**src/rtl/star.sv**
```systemverilog
// -----------------------------------------------------------------------------
// star -- vector max / exponent-sum sequencer
//
// Walks a 256-byte input space as 16 vectors of 16 signed elements.
// Each vector goes through the same fixed 50-cycle schedule:
//   LOAD(16) -> CAMSUB(16) -> GAP(1) -> FINDSUB(16) -> DRAIN(1)
// The element buffer is loaded first. Each element is then shown to an
// external CAM, and the one-hot match vectors are ORed to find the vector
// maximum. The elements are then shown again for the external subtract/
// exponent lookup, and the returned exponents are summed. When the last
// vector has drained, the block parks in DONE with finish held high.
//
// Ports
//   clk          in   1  clock, all state on rising edge
//   reset        in   1  asynchronous active-high reset
//   data         in   8  element byte for the address on data_addr
//   data_req     out  1  high during LOAD
//   data_addr    out  9  input byte address 0..255, holds outside LOAD
//   i_xi_MV      in  64  CAM one-hot match for xi, valid with CAMSUB_req
//   CAMSUB_req   out  1  high during CAMSUB
//   xi           out  8  element presented in CAMSUB/FINDSUB, else 0
//   o_xmax_MV    out 64  one-hot of the highest matched CAM bit
//   o_xi_MV      out 64  last sampled i_xi_MV
//   FindSub_req  out  1  high during FINDSUB
//   i_sub_MV     in  64  subtraction match, one cycle after FindSub_req
//   exp          in   8  exponent, sampled together with i_sub_MV
//   Sum_exp      in   8  offset added to the exponent sum
//   o_sub_MV     out 64  last sampled i_sub_MV
//   o_sum_MV     out 64  one-hot of the saturated exponent sum
//   finish       out  1  all vectors processed, held high
// -----------------------------------------------------------------------------
module star (
  input  logic        clk,
  input  logic        reset,
  input  logic [7:0]  data,
  output logic        data_req,
  output logic [8:0]  data_addr,
  input  logic [63:0] i_xi_MV,
  output logic        CAMSUB_req,
  output logic [7:0]  xi,
  output logic [63:0] o_xmax_MV,
  output logic [63:0] o_xi_MV,
  output logic        FindSub_req,
  input  logic [63:0] i_sub_MV,
  input  logic [7:0]  exp,
  input  logic [7:0]  Sum_exp,
  output logic [63:0] o_sub_MV,
  output logic [63:0] o_sum_MV,
  output logic        finish
);

  typedef enum logic [2:0] {
    IDLE    = 3'd0,
    LOAD    = 3'd1,
    CAMSUB  = 3'd2,
    GAP     = 3'd3,
    FINDSUB = 3'd4,
    DRAIN   = 3'd5,
    DONE    = 3'd6
  } state_t;

  state_t      state_q, state_d;
  logic [3:0]  cnt_q, cnt_d;
  logic [3:0]  vec_q, vec_d;
  logic [7:0]  elemBuf_q [16];
  logic [7:0]  elemBuf_d [16];
  logic [8:0]  addrHold_q, addrHold_d;
  logic [63:0] accXi_q, accXi_d;
  logic [11:0] accExp_q, accExp_d;
  logic [63:0] xmax_q, xmax_d;
  logic [63:0] oXi_q, oXi_d;
  logic [63:0] oSub_q, oSub_d;
  logic [63:0] oSum_q, oSum_d;

  logic        lastCycle;
  logic [8:0]  curAddr;
  logic        sampleSub;
  logic [63:0] accXiNext;
  logic [11:0] accExpNext;
  logic [12:0] sumTotal;
  logic [5:0]  sumSat;

  // One-hot of the most significant set bit; zero input gives zero.
  function automatic logic [63:0] msbOneHot(input logic [63:0] v);
    logic [63:0] r;
    r = '0;
    for (int i = 0; i < 64; i++) begin
      if (v[i]) r = 64'd1 << i;
    end
    return r;
  endfunction

  assign lastCycle = (cnt_q == 4'd15);
  assign curAddr   = {1'b0, vec_q, cnt_q};

  // State, phase counter and vector counter registers.
  always_ff @(posedge clk or posedge reset) begin
    if (reset) begin
      state_q <= IDLE;
      cnt_q   <= '0;
      vec_q   <= '0;
    end else begin
      state_q <= state_d;
      cnt_q   <= cnt_d;
      vec_q   <= vec_d;
    end
  end

  // Sequencing: every 16-cycle phase counts cnt 0..15 and wraps into the
  // next phase, so each phase starts its element index at 0.
  always_comb begin
    state_d     = state_q;
    cnt_d       = cnt_q;
    vec_d       = vec_q;
    data_req    = 1'b0;
    CAMSUB_req  = 1'b0;
    FindSub_req = 1'b0;
    finish      = 1'b0;
    case (state_q)
      IDLE: begin
        state_d = LOAD;
        cnt_d   = '0;
        vec_d   = '0;
      end
      LOAD: begin
        data_req = 1'b1;
        cnt_d    = cnt_q + 4'd1;
        if (lastCycle) state_d = CAMSUB;
      end
      CAMSUB: begin
        CAMSUB_req = 1'b1;
        cnt_d      = cnt_q + 4'd1;
        if (lastCycle) state_d = GAP;
      end
      GAP: begin
        // Single idle cycle so external element counters see a clean restart.
        cnt_d   = '0;
        state_d = FINDSUB;
      end
      FINDSUB: begin
        FindSub_req = 1'b1;
        cnt_d       = cnt_q + 4'd1;
        if (lastCycle) state_d = DRAIN;
      end
      DRAIN: begin
        cnt_d = '0;
        if (vec_q == 4'd15) begin
          state_d = DONE;
        end else begin
          state_d = LOAD;
          vec_d   = vec_q + 4'd1;
        end
      end
      DONE: begin
        finish = 1'b1;
      end
      default: begin
        state_d = IDLE;
      end
    endcase
  end

  // Datapath registers: element buffer, held address, accumulators and
  // the registered match-vector outputs.
  always_ff @(posedge clk or posedge reset) begin
    if (reset) begin
      for (int i = 0; i < 16; i++) elemBuf_q[i] <= '0;
      addrHold_q <= '0;
      accXi_q    <= '0;
      accExp_q   <= '0;
      xmax_q     <= '0;
      oXi_q      <= '0;
      oSub_q     <= '0;
      oSum_q     <= '0;
    end else begin
      elemBuf_q  <= elemBuf_d;
      addrHold_q <= addrHold_d;
      accXi_q    <= accXi_d;
      accExp_q   <= accExp_d;
      xmax_q     <= xmax_d;
      oXi_q      <= oXi_d;
      oSub_q     <= oSub_d;
      oSum_q     <= oSum_d;
    end
  end

  // Exponent returns lag FindSub_req by one cycle, so sampling runs from
  // the second FINDSUB cycle through DRAIN.
  assign sampleSub  = ((state_q == FINDSUB) && (cnt_q != 4'd0)) || (state_q == DRAIN);
  assign accXiNext  = accXi_q | i_xi_MV;
  assign accExpNext = accExp_q + {4'b0, exp};
  assign sumTotal   = {1'b0, accExpNext} + {5'b0, Sum_exp};
  assign sumSat     = (sumTotal > 13'd63) ? 6'd63 : sumTotal[5:0];

  // Next-state values for the datapath.
  always_comb begin
    elemBuf_d  = elemBuf_q;
    addrHold_d = addrHold_q;
    accXi_d    = accXi_q;
    accExp_d   = accExp_q;
    xmax_d     = xmax_q;
    oXi_d      = oXi_q;
    oSub_d     = oSub_q;
    oSum_d     = oSum_q;

    if (state_q == LOAD) begin
      elemBuf_d[cnt_q] = data;
      addrHold_d       = curAddr;
    end

    if (state_q == CAMSUB) begin
      oXi_d   = i_xi_MV;
      accXi_d = accXiNext;
      // The final match is folded in before the maximum is taken.
      if (lastCycle) xmax_d = msbOneHot(accXiNext);
    end

    if (sampleSub) begin
      oSub_d   = i_sub_MV;
      accExp_d = accExpNext;
    end

    if (state_q == DRAIN) begin
      oSum_d = 64'd1 << sumSat;
    end

    // A new vector starts with empty accumulators; this overrides the
    // DRAIN update because the sum has already been consumed.
    if ((state_d == LOAD) && (state_q != LOAD)) begin
      accXi_d  = '0;
      accExp_d = '0;
    end
  end

  assign data_addr = (state_q == LOAD) ? curAddr : addrHold_q;
  assign xi        = ((state_q == CAMSUB) || (state_q == FINDSUB)) ? elemBuf_q[cnt_q] : 8'd0;
  assign o_xmax_MV = xmax_q;
  assign o_xi_MV   = oXi_q;
  assign o_sub_MV  = oSub_q;
  assign o_sum_MV  = oSum_q;

endmodule

```
**config.mk**
```make
export PLATFORM = sky130hd
export DESIGN_NAME = star
export DESIGN_NICKNAME = d
export VERILOG_FILES = /design/src/rtl/star.sv
export SDC_FILE = /design/constraint.sdc
export NUM_CORES = 1
export LEC_CHECK = 0
export CAP_MARGIN = 20
export CORE_ASPECT_RATIO = 1.75
export CORE_MARGIN = 1
export CORE_UTILIZATION = 47
export CTS_CLUSTER_SIZE = 12
export DETAILED_ROUTE_END_ITERATION = 10
export PLACE_DENSITY = 0.77
export SYNTH_ARGS = -nofsm -noshare
export SYNTH_HDL_FRONTEND = slang
export SYNTH_SLANG_ARGS = --single-unit
```
**constraint.sdc**
```tcl
create_clock -name clk -period 15.2 [get_ports clk]
set_input_delay 3.04 -clock clk [delete_from_list [all_inputs] [get_ports clk]]
set_output_delay 3.04 -clock clk [all_outputs]
set_load 0.01 [all_outputs]
```
Figure 1. Cells coloured by class (run 1).
The bar under the picture is 50 um long. Fill, decap, tap and diode cells in grey.
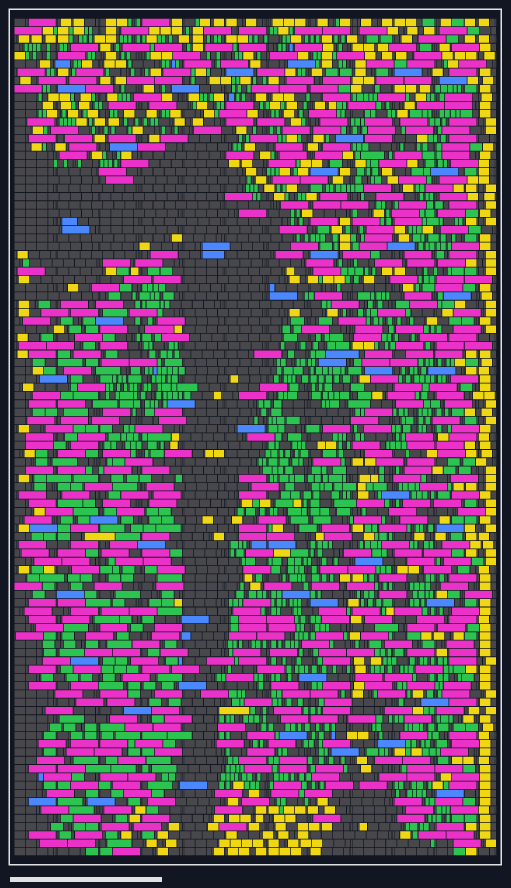
- magenta: flops (cells 480; share of their area 46%)
- yellow: other buffers and delay cells (cells 452; share of their area 17%)
- green: combinational and other logic (cells 1,306; share of their area 32%)
- blue: clock drivers and dummy loads (cells 61; share of their area 5.0%)

Figure 2. Signal wires on met2 (run 1).
The bar under the picture is 50 um long.
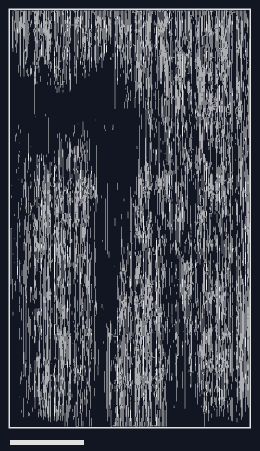
- nets with wire on the layer: 2,176
- longest straight run: 103 um
- main direction: vertical
- wire length on this layer: 33.1 mm

Figure 3. Cell placement (run 1).
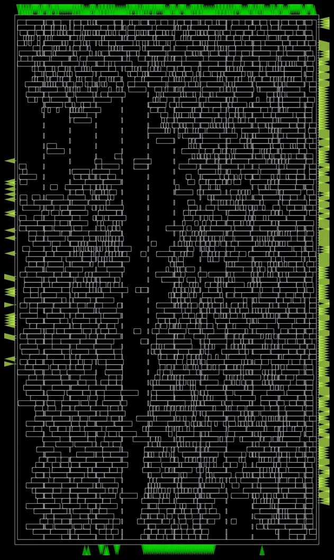
sequential fraction of total cell area: 44.4%
Well Taps: 566
Post-Layout Cell Count: 2,869

Figure 4. Power grid (run 1).
Pins as bars on the die edge. Tap cells in grey.
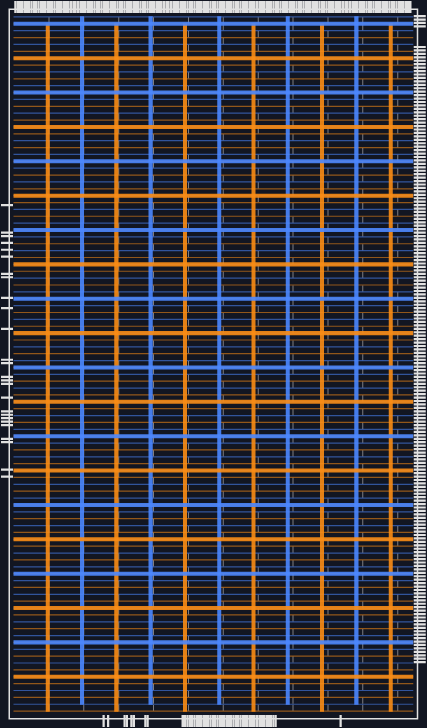
- blue: VDD
- orange: VSS
- met5 straps: 20
- tap cells: 566
- signal pins: 431
- rows: 101

## run 1: through the flow
stage	setup slack, ns	hold WS [ns]	instances	power, mW
global placement	7.97	0.451	2800	2.14
detailed placement	7.81	0.461	2801	2.17
global route	8.05	0.487	2869	3.37
finish	8.42	0.471	2869	3.23
floorplan	5.66	0.454	1884	1.89
CTS	8.43	0.475	2862	3.23
## run 1: state kept, by name, indices dropped and copies added, names as in the netlist, 9 cells and up
signal / count
elemBuf_q: 128
o_sub_MV: 64
addrHold_q: 9
o_sum_MV: 64
o_xmax_MV: 64
o_xi_MV: 64
accExp_q: 12
accXi_q: 64
## run 1: routing by layer
layer / vias up / part of all wire (%) / global-route usage (%)
li1: 7320 / - / -
met1: 8023 / 35 / 29.5
met2: 646 / 54 / 50.2
met3: 175 / 6.6 / 5.57
met4: 0 / 5.1 / 13.4
met5: - / 0 / 0
## run 1: worst max-delay path, stage by stage
cell and delay [ns]:
sky130_fd_sc_hd__clkdlybuf4s50_1 0.40, sky130_fd_sc_hd__ha_1 0.24, sky130_fd_sc_hd__fa_1 0.44, sky130_fd_sc_hd__a21oi_1 0.29, sky130_fd_sc_hd__inv_1 0.07, sky130_fd_sc_hd__a21oi_1 0.17
sky130_fd_sc_hd__xnor2_1 0.18, sky130_fd_sc_hd__ha_1 0.41, sky130_fd_sc_hd__a21o_1 0.23, sky130_fd_sc_hd__nand2_1 0.08, sky130_fd_sc_hd__and3b_1 0.18, sky130_fd_sc_hd__o211ai_1 0.11
sky130_fd_sc_hd__nor4b_1 0.52, sky130_fd_sc_hd__o21ai_4 0.09, sky130_fd_sc_hd__buf_4 0.31, sky130_fd_sc_hd__o41ai_1 0.44
==> impl_metrics.py, run 1 <==
# Metrics from the implementation run
metrics = {
    "run_status": {
        "status": "finished, final reports clean",
    },
    "worst_hold_path": {
        "timing.hold.worst_endpoint": "o_sub_MV[36]$_DFFE_PP0P_",
    },
    "layout": {
        "finish.utilization_pct": 62.2,
        "n_all_inverters": 18,
        "num-nets-final": 2464,
    },
    "logic_synthesis": {
        "yosysTopAreaCellShare_pct": 57.8,
        "yosys.cell_count.top_type": "sky130_fd_sc_hd__dfrtp_1",
        "largest_area_cell": "sky130_fd_sc_hd__dfrtp_1",
        "yosys_cells": 1884,
        "top_cells_by_count": "sky130_fd_sc_hd__dfrtp_1 (480), sky130_fd_sc_hd__nand2_1 (396), sky130_fd_sc_hd__mux2_2 (200), sky130_fd_sc_hd__nor2_1 (166), sky130_fd_sc_hd__a21oi_1 (87)",
        "synthAoiAreaFrac_pct": 7.77,
        "top_cells_by_area_synth": "sky130_fd_sc_hd__dfrtp_1 (58%), sky130_fd_sc_hd__mux2_2 (11%), sky130_fd_sc_hd__nand2_1 (7.2%)",
        "synth_flop_count": 480,
        "synth.avg_cell_area_sq_um": 11.0,
    },
    "timing": {
        "maxSlewHeadroom_pct": 31.4,
        "period_minus_slack_ns": 6.78,
    },
    "power": {
        "cell_internal_pwr_mw": 2.21,
        "combinationalPower_mw": 0.808,
    },
    "clock_tree": {
        "clock_tree_from_tritoncts": "yes",
    },
    "die": {
        "placeableCoreArea_sq_um": 43500,
        "site_row_count": 101,
    },
    "detailed_routing": {
        "drt_pass1_iterations": 6,
        "num_vias": 16200,
    },
    "setup_path": {
        "worst_setup_path_endpoint": "o_sum_MV[30]$_DFFE_PP0P_",
        "crit_path_end_kind": "flop",
    },
    "grt": {
        "largest_net_degree_at_the_start_of_global_routing": 87,
    },
}
Figure 5. Clock network drawn from the DEF (run 1).
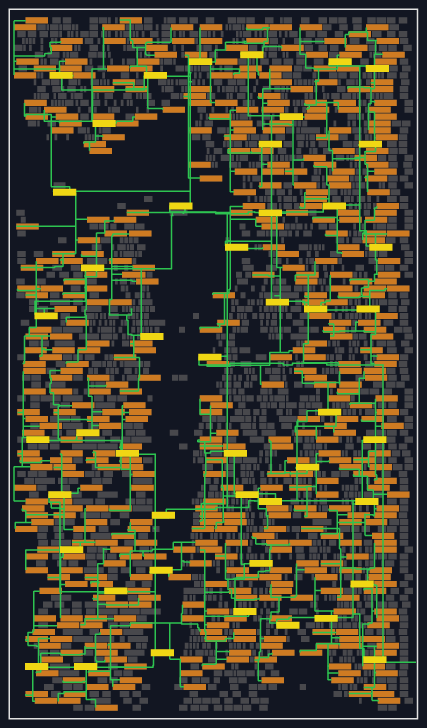

==> inputs of run 2 (changes only) <==
==> constraint.sdc (replaced) <==
create_clock -name clk -period 6.2 [get_ports clk]
set_input_delay 1.24 -clock clk [delete_from_list [all_inputs] [get_ports clk]]
set_output_delay 1.24 -clock clk [all_outputs]
set_load 0.01 [all_outputs]
Figure 6. Clock network drawn from the DEF (run 2).
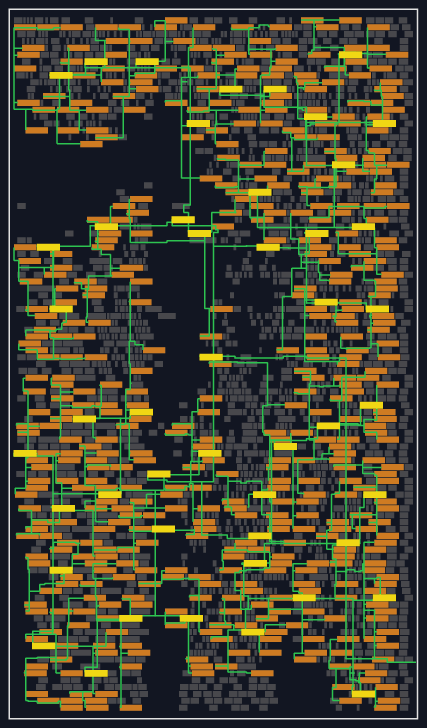
- orange: flip-flops (count 480)
- green: clock wires (length 5,600 um)
- yellow: clock drivers (count 47)
- routed clock nets: 48

Figure 7. Cell placement (run 2).
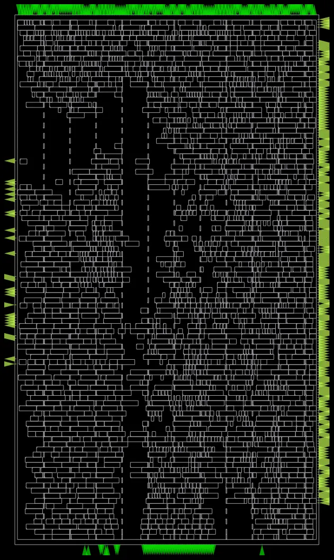
number of fill cells in the layout: 3,417
Post-Layout Cell Count: 2,865
final core utilization: 62.3%
site row count: 101

==> impl_metrics.py, run 2 <==
# Metrics from the implementation run
metrics = {
    "run_status": {
        "status": "finished, final reports clean",
    },
    "die": {
        "die_w_um": 161,
        "placeableCoreArea_sq_um": 43500,
        "well_tap_count": 566,
    },
    "setup_path": {
        "worst_path_largest_cell_delay_ns": 0.78,
        "buf_inv_stages_crit_path": 3,
        "cp_cell_sequence": "clkdlybuf4s50_1, ha_1, fa_1, a21oi_1, inv_1, a21oi_1, xnor2_1, ha_1, o2111ai_1, and3b_1, o211ai_1, nor4b_1, o21ai_4, buf_4, o21ai_0",
        "critPathTopFamily": "AND-OR/OR-AND gates",
        "crit_path_top_delay_cell": "sky130_fd_sc_hd__o21ai_4",
        "crit_path_end_kind": "flop",
    },
    "layout": {
        "max_ffs_per_register": 128,
        "layout.clock.cell_area_share_pct": 5.06,
        "n_all_inverters": 18,
        "num-nets-final": 2463,
        "largest_register": "elemBuf_q",
        "antennaDiodeCount": 2,
        "seq_area_share_pct": 44.3,
        "final_common_cell": "sky130_fd_sc_hd__dfrtp_1",
    },
    "detailed_routing": {
        "num_vias": 16100,
        "drt-initial-drc-count": 1171,
        "drt_pass1_iterations": 5,
    },
    "clock_tree": {
        "clock_latency_ns": 0.57,
        "cts.sinks": 480,
        "clock_tree_from_tritoncts": "yes",
    },
    "timing": {
        "setup_ws_ns": 1.07,
        "period_minus_slack_ns": 5.13,
        "slew_viol_final": 0,
        "grt_setup_unrepaired": "false",
        "hold_ws_ns": 0.471,
        "maxSlewHeadroom_pct": 31.1,
    },
    "logic_synthesis": {
        "yosys_cells": 1884,
        "synth_flop_count": 480,
        "edf_count": 0,
        "synth-main-ff-cell": "sky130_fd_sc_hd__dfrtp_1",
        "synth-seq-area-share_pct": 57.8,
        "yosysTopAreaCellShare_pct": 57.8,
        "top_cells_by_area_synth": "sky130_fd_sc_hd__dfrtp_1 (58%), sky130_fd_sc_hd__mux2_2 (11%), sky130_fd_sc_hd__nand2_1 (7.2%)",
        "synth.avg_cell_area_sq_um": 11.0,
        "top_cells_by_count": "sky130_fd_sc_hd__dfrtp_1 (480), sky130_fd_sc_hd__nand2_1 (396), sky130_fd_sc_hd__mux2_2 (200), sky130_fd_sc_hd__nor2_1 (166), sky130_fd_sc_hd__a21oi_1 (87)",
        "yosys.cell_count.top_type": "sky130_fd_sc_hd__dfrtp_1",
    },
    "grt": {
        "largest_net_degree_at_the_start_of_global_routing": 149,
    },
    "placed_design": {
        "place_worst_setup_slack_ns": 0.510,
        "post-place-cells": 2802,
    },
    "power": {
        "cell_internal_pwr_mw": 5.49,
        "finalPower_mw": 7.97,
    },
}
Figure 8. Signal wires on met2 (run 2).
The bar under the picture is 50 um long.
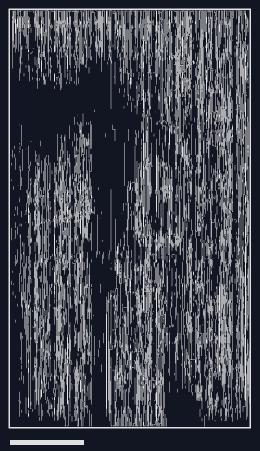
- main direction: vertical
- longest straight run: 99.8 um
- share of all routed wire: 54%
- nets with wire on the layer: 2,159
- wire length on this layer: 32.9 mm

[run 2: kinds of logic after synthesis]
logic type | after synthesis | share of synthesized area (%)
mux | 242 | 15.3
buf+inv | 116 | 2.10
flops | 480 | 57.8
xor+xnor | 16 | 0.674
simple gates | 721 | 14.9
compound gates | 286 | 7.77
fa+ha+maj | 23 | 1.46
[run 2: worst paths after layout]
| path | startpoint | end | slack [ns] | cells past startpoint |
|---|---|---|---|---|
| max | exp[0] | o_sum_MV[18]$_DFFE_PP0P_ | 1.07 | 15 |
| min | o_sub_MV[13]$_DFFE_PP0P_ | o_sub_MV[13]$_DFFE_PP0P_ | 0.47 | 2 |
| max reg2reg | accExp_q[0]$_DFFE_PP0P_ | o_sum_MV[18]$_DFFE_PP0P_ | 1.78 | 14 |
| min reg2reg | o_sub_MV[13]$_DFFE_PP0P_ | o_sub_MV[13]$_DFFE_PP0P_ | 0.47 | 2 |
| max in group asynchronous | reset | o_sub_MV[5]$_DFFE_PP0P_ | 3.65 | 3 |
| min in group asynchronous | reset | o_xi_MV[41]$_DFFE_PP0P_ | 1.22 | 2 |
[run 2: power by group through the flow]
stage | Clock (mW) | Combinational [mW] | Sequential, mW
CTS | 2.73 | 1.95 | 3.34
global placement | 0 | 1.89 | 3.39
finish | 2.67 | 1.95 | 3.35
floorplan | 0 | 1.22 | 3.40
detailed placement | 0 | 1.94 | 3.40
global route | 2.85 | 2.12 | 3.36
[run 2: per-layer routing]
layer  wire (um)  part of all wire, %  vias to the layer above  GRT usage (%)
met2       32900                   54                      580           50.1
met1       21700                   35                     8040           29.9
met3        3780                  6.1                      162           5.23
li1            -                    -                     7331              -
met4        3170                  5.1                        0           13.6
met5           0                    0                        -              0
Power is estimated from default activity; no workload was simulated.
